Design mem_io_responder, sky130hd; sources not shown.
==> images/registers.png <==
Other sequential cells in the stronger grey, the rest of the logic in the fainter grey.
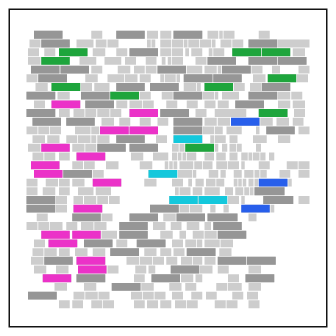
legend:
  blue:
    signal: state_q
    placed_flops: 3
  green:
    signal: u_sw_sync.q_o
    placed_flops: 10
  cyan:
    signal: cnt_q
    placed_flops: 4
    where: centre
  magenta:
    signal: HEX
    placed_flops: 16
sequential power: 0.000954 W
register share of the cell area: 0.439
final standard cell utilization of the core: 0.701
area occupied by registers: 0.00238 mm^2

==> images/metal_stack.png <==
Scale bar: 20 um.
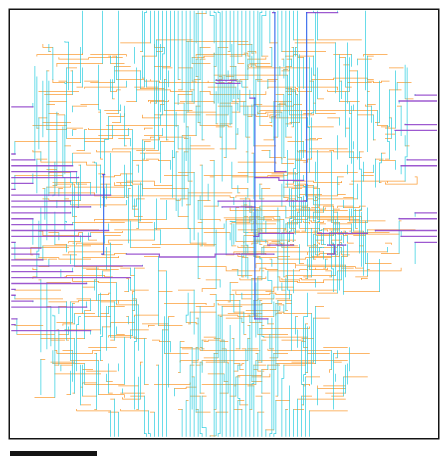
legend:
  orange:
    layer: met1
    wire_length: 3,300 um
  cyan:
    layer: met2
    wire_length: 4,780 um
  purple:
    layer: met3
    wire_length: 561 um
  blue:
    layer: met4
    wire_length: 150 um
global-route usage over all layers: 0.185
total routed wirelength: 8.79 mm
per-cell routed wire length: 17.4 um
via count: 2,566

==> impl_metrics.tcl <==
# collected from the flow reports
set metrics [dict create \
    antenna_found_initial 0 \
    dpl_cell_area_mm2 0.00524 \
    worst_r2r_path_cells 5 \
    post-place-ws_ns 1.45 \
    cts_max_level 3 \
    grt_pass1_wl_mm 14.2 \
    fillCellCount 551 \
    yosys.cell_types.count 47 \
    slowest_stage "nor4_1" \
    fin_tns_setup_ns 0 \
    synth-warning-count 0 \
    synth-async-reset-ratio 1.00 \
    fin_nets 463 \
    num_io_pins 130 \
    hold_buffers 0 \
    synth-cells-yosys 258 \
    core-area_mm2 0.00773 \
    area_leaders "dfrtp_1, mux2_2, dfstp_2" \
    path_depth 6 \
    fa_ha_maj_cells_area_fraction 0.00924 \
    finalCriticalPeriod_ns 4.15 \
    final_layout_size_suffix_gt1_frac 0.240 \
    dieHeight_um 98.9 \
    ff_type "dfrtp_1" \
    relSlewSlack 0.275 \
    netSwitchingFraction 0.444 \
    detail_route.first_pass.iterations 4 \
    later_pin_clock_latency_in_the_skew_report_ns 0.36 \
    reg2reg_slack_ns 3.44 \
    gp_routability_congestion 0.865 \
    power_w 0.00293 \
    net-switching-power_w 0.00130 \
    syn_area_mm2 0.00379 \
    crit_path_max_fanout 10 \
    std_cell_rows 32 \
    synth_seq_share 0.628 \
    finalHoldViolCount 0 \
    worst-path-buf-inv 2 \
    hold_ws_ns 0.300 \
    antennaDiodeCount 0 \
    drt.antenna.violating_nets 0 \
    vias_per_cell 5.07 \
    finalWorstSetupSlack_ns 1.84 \
    final_routed_drc_violation_total 0 \
    grt_overflow_total 0 \
    synth_top_cell_by_area "dfrtp_1" \
    area_growth_pct 42.9 \
    cts.sink_count 95 \
    root_buffer "clkbuf_8" \
    timing.final.setup_violations 0 \
    hp-class "flip-flop to flip-flop" \
    dp.cells 490 \
    place.port_buffers 129 \
    fin_crit_sh 0.692 \
    post_cts.repair.setup_buffers 0 \
    rsz0062_at_grt "no" \
    seq_power_share 0.325 \
    reg_clk_slew_reported_paths_ns 0.10 \
    cell_internal_pwr_w 0.00163 \
    yosysTopAreaCellShare 0.607 \
    outcome "finished clean" \
    timing.critical_path.to_type "flip-flop" \
    syn_inst 258 \
    worst_slew_pin_slew_ns 1.08 \
    cp_slowest_stage_delay_ns 0.94 \
    synth_chip_area_mm2 0.00379 \
    number_of_enable_type_register_cells_in_the_synthesized_netlist 0 \
    critical_path.startpoint_type "input port" \
    die_x_um 98.9 \
    ir_worst_vdd_mv 0.305 \
    syn_nets 322 \
    synth.mux.area_fraction 0.224 \
    xor_xnor_fraction_of_synth_area 0.00231 \
    clock_path_buffers 2 \
    die_area_mm2 0.00978 \
    post_layout_nonfiller_instances 506 \
    vias_in_the_first_global_route 2809 \
    fmax_mhz 241 \
    worstPathArrival_ns 4.33 \
    finalInstanceArea_mm2 0.00542 \
    leakage_nw 2.31 \
    seq_cells_post_synth 95 \
    crit_path_cell_trace "clkdlybuf4s50_1 > nand4_1 > nor4_1 > nand2_2 > buf_2 > mux2_1" \
    post_synth_and_or_nand_nor_area_fraction 0.0548 \
    tritoncts "done" \
    post_synthesis_mean_instance_area_um2 14.7 \
    synthMostInstantiatedCell "dfrtp_1" \
    power_frac_clock 0.132 \
    warnings 27 \
]
==> worst register-to-register path: cells and delay by family (launching register included) <==
| family | cells | cell delay, ns |
|---|---|---|
| buffers and inverters | 2 | 0.80 |
| flip-flops | 1 | 0.33 |
| AND/OR/NAND/NOR | 1 | 0.62 |
| multiplexers | 2 | 0.65 |
==> cell families after synthesis <==
family,count (synthesis)
flops,95
mux,75
simple gates,37
compound gates,27
buf+inv,20
fa+ha+maj,3
xor+xnor,1
==> power by group through the flow <==
stage	Combinational, W	Clock, W	Sequential [W]
floorplan	0.000488	0	0.00154
global placement	0.00157	0	0.000951
detailed placement	0.00160	0	0.000967
CTS	0.00161	0.000398	0.000955
global route	0.00168	0.000425	0.000980
finish	0.00159	0.000388	0.000954
==> cell usage in the layout, fill, tap and decap left out, types with 2 or more instances in the layout <==
cell / instances
a22o_1: 2
clkbuf_1: 6
nand4_1: 3
o21ai_0: 3
mux2i_1: 7
nor3_1: 2
mux2_1: 6
mux2_4: 4
buf_2: 4
dfstp_2: 3
clkbuf_8: 10
nor2_1: 7
a21oi_1: 6
inv_1: 9
clkdlybuf4s50_1: 128
mux2_2: 58
ha_1: 2
dfrtp_1: 92
nand2_1: 12
o31ai_1: 4
clkinvlp_4: 2
inv_6: 2
==> cell type report <==
type	instances	area share
clock buffer	11	0.0261
sequential	95	0.439
tap	102	0.0236
timing repair buffer	130	0.243
clock inverter	5	0.00762
multi-input combinational	143	0.244
buffer	11	0.0106
inverter	9	0.00623
==> layer usage <==
| layer | GRT usage | up-vias | share of wire |
|---|---|---|---|
| li1 | - | 1198 | - |
| met1 | 0.207 | 1286 | 0.38 |
| met2 | 0.333 | 71 | 0.54 |
| met3 | 0.0559 | 11 | 0.064 |
| met4 | 0.0630 | 0 | 0.017 |
| met5 | 0 | - | 0 |
Power is estimated from default activity; no workload was simulated.
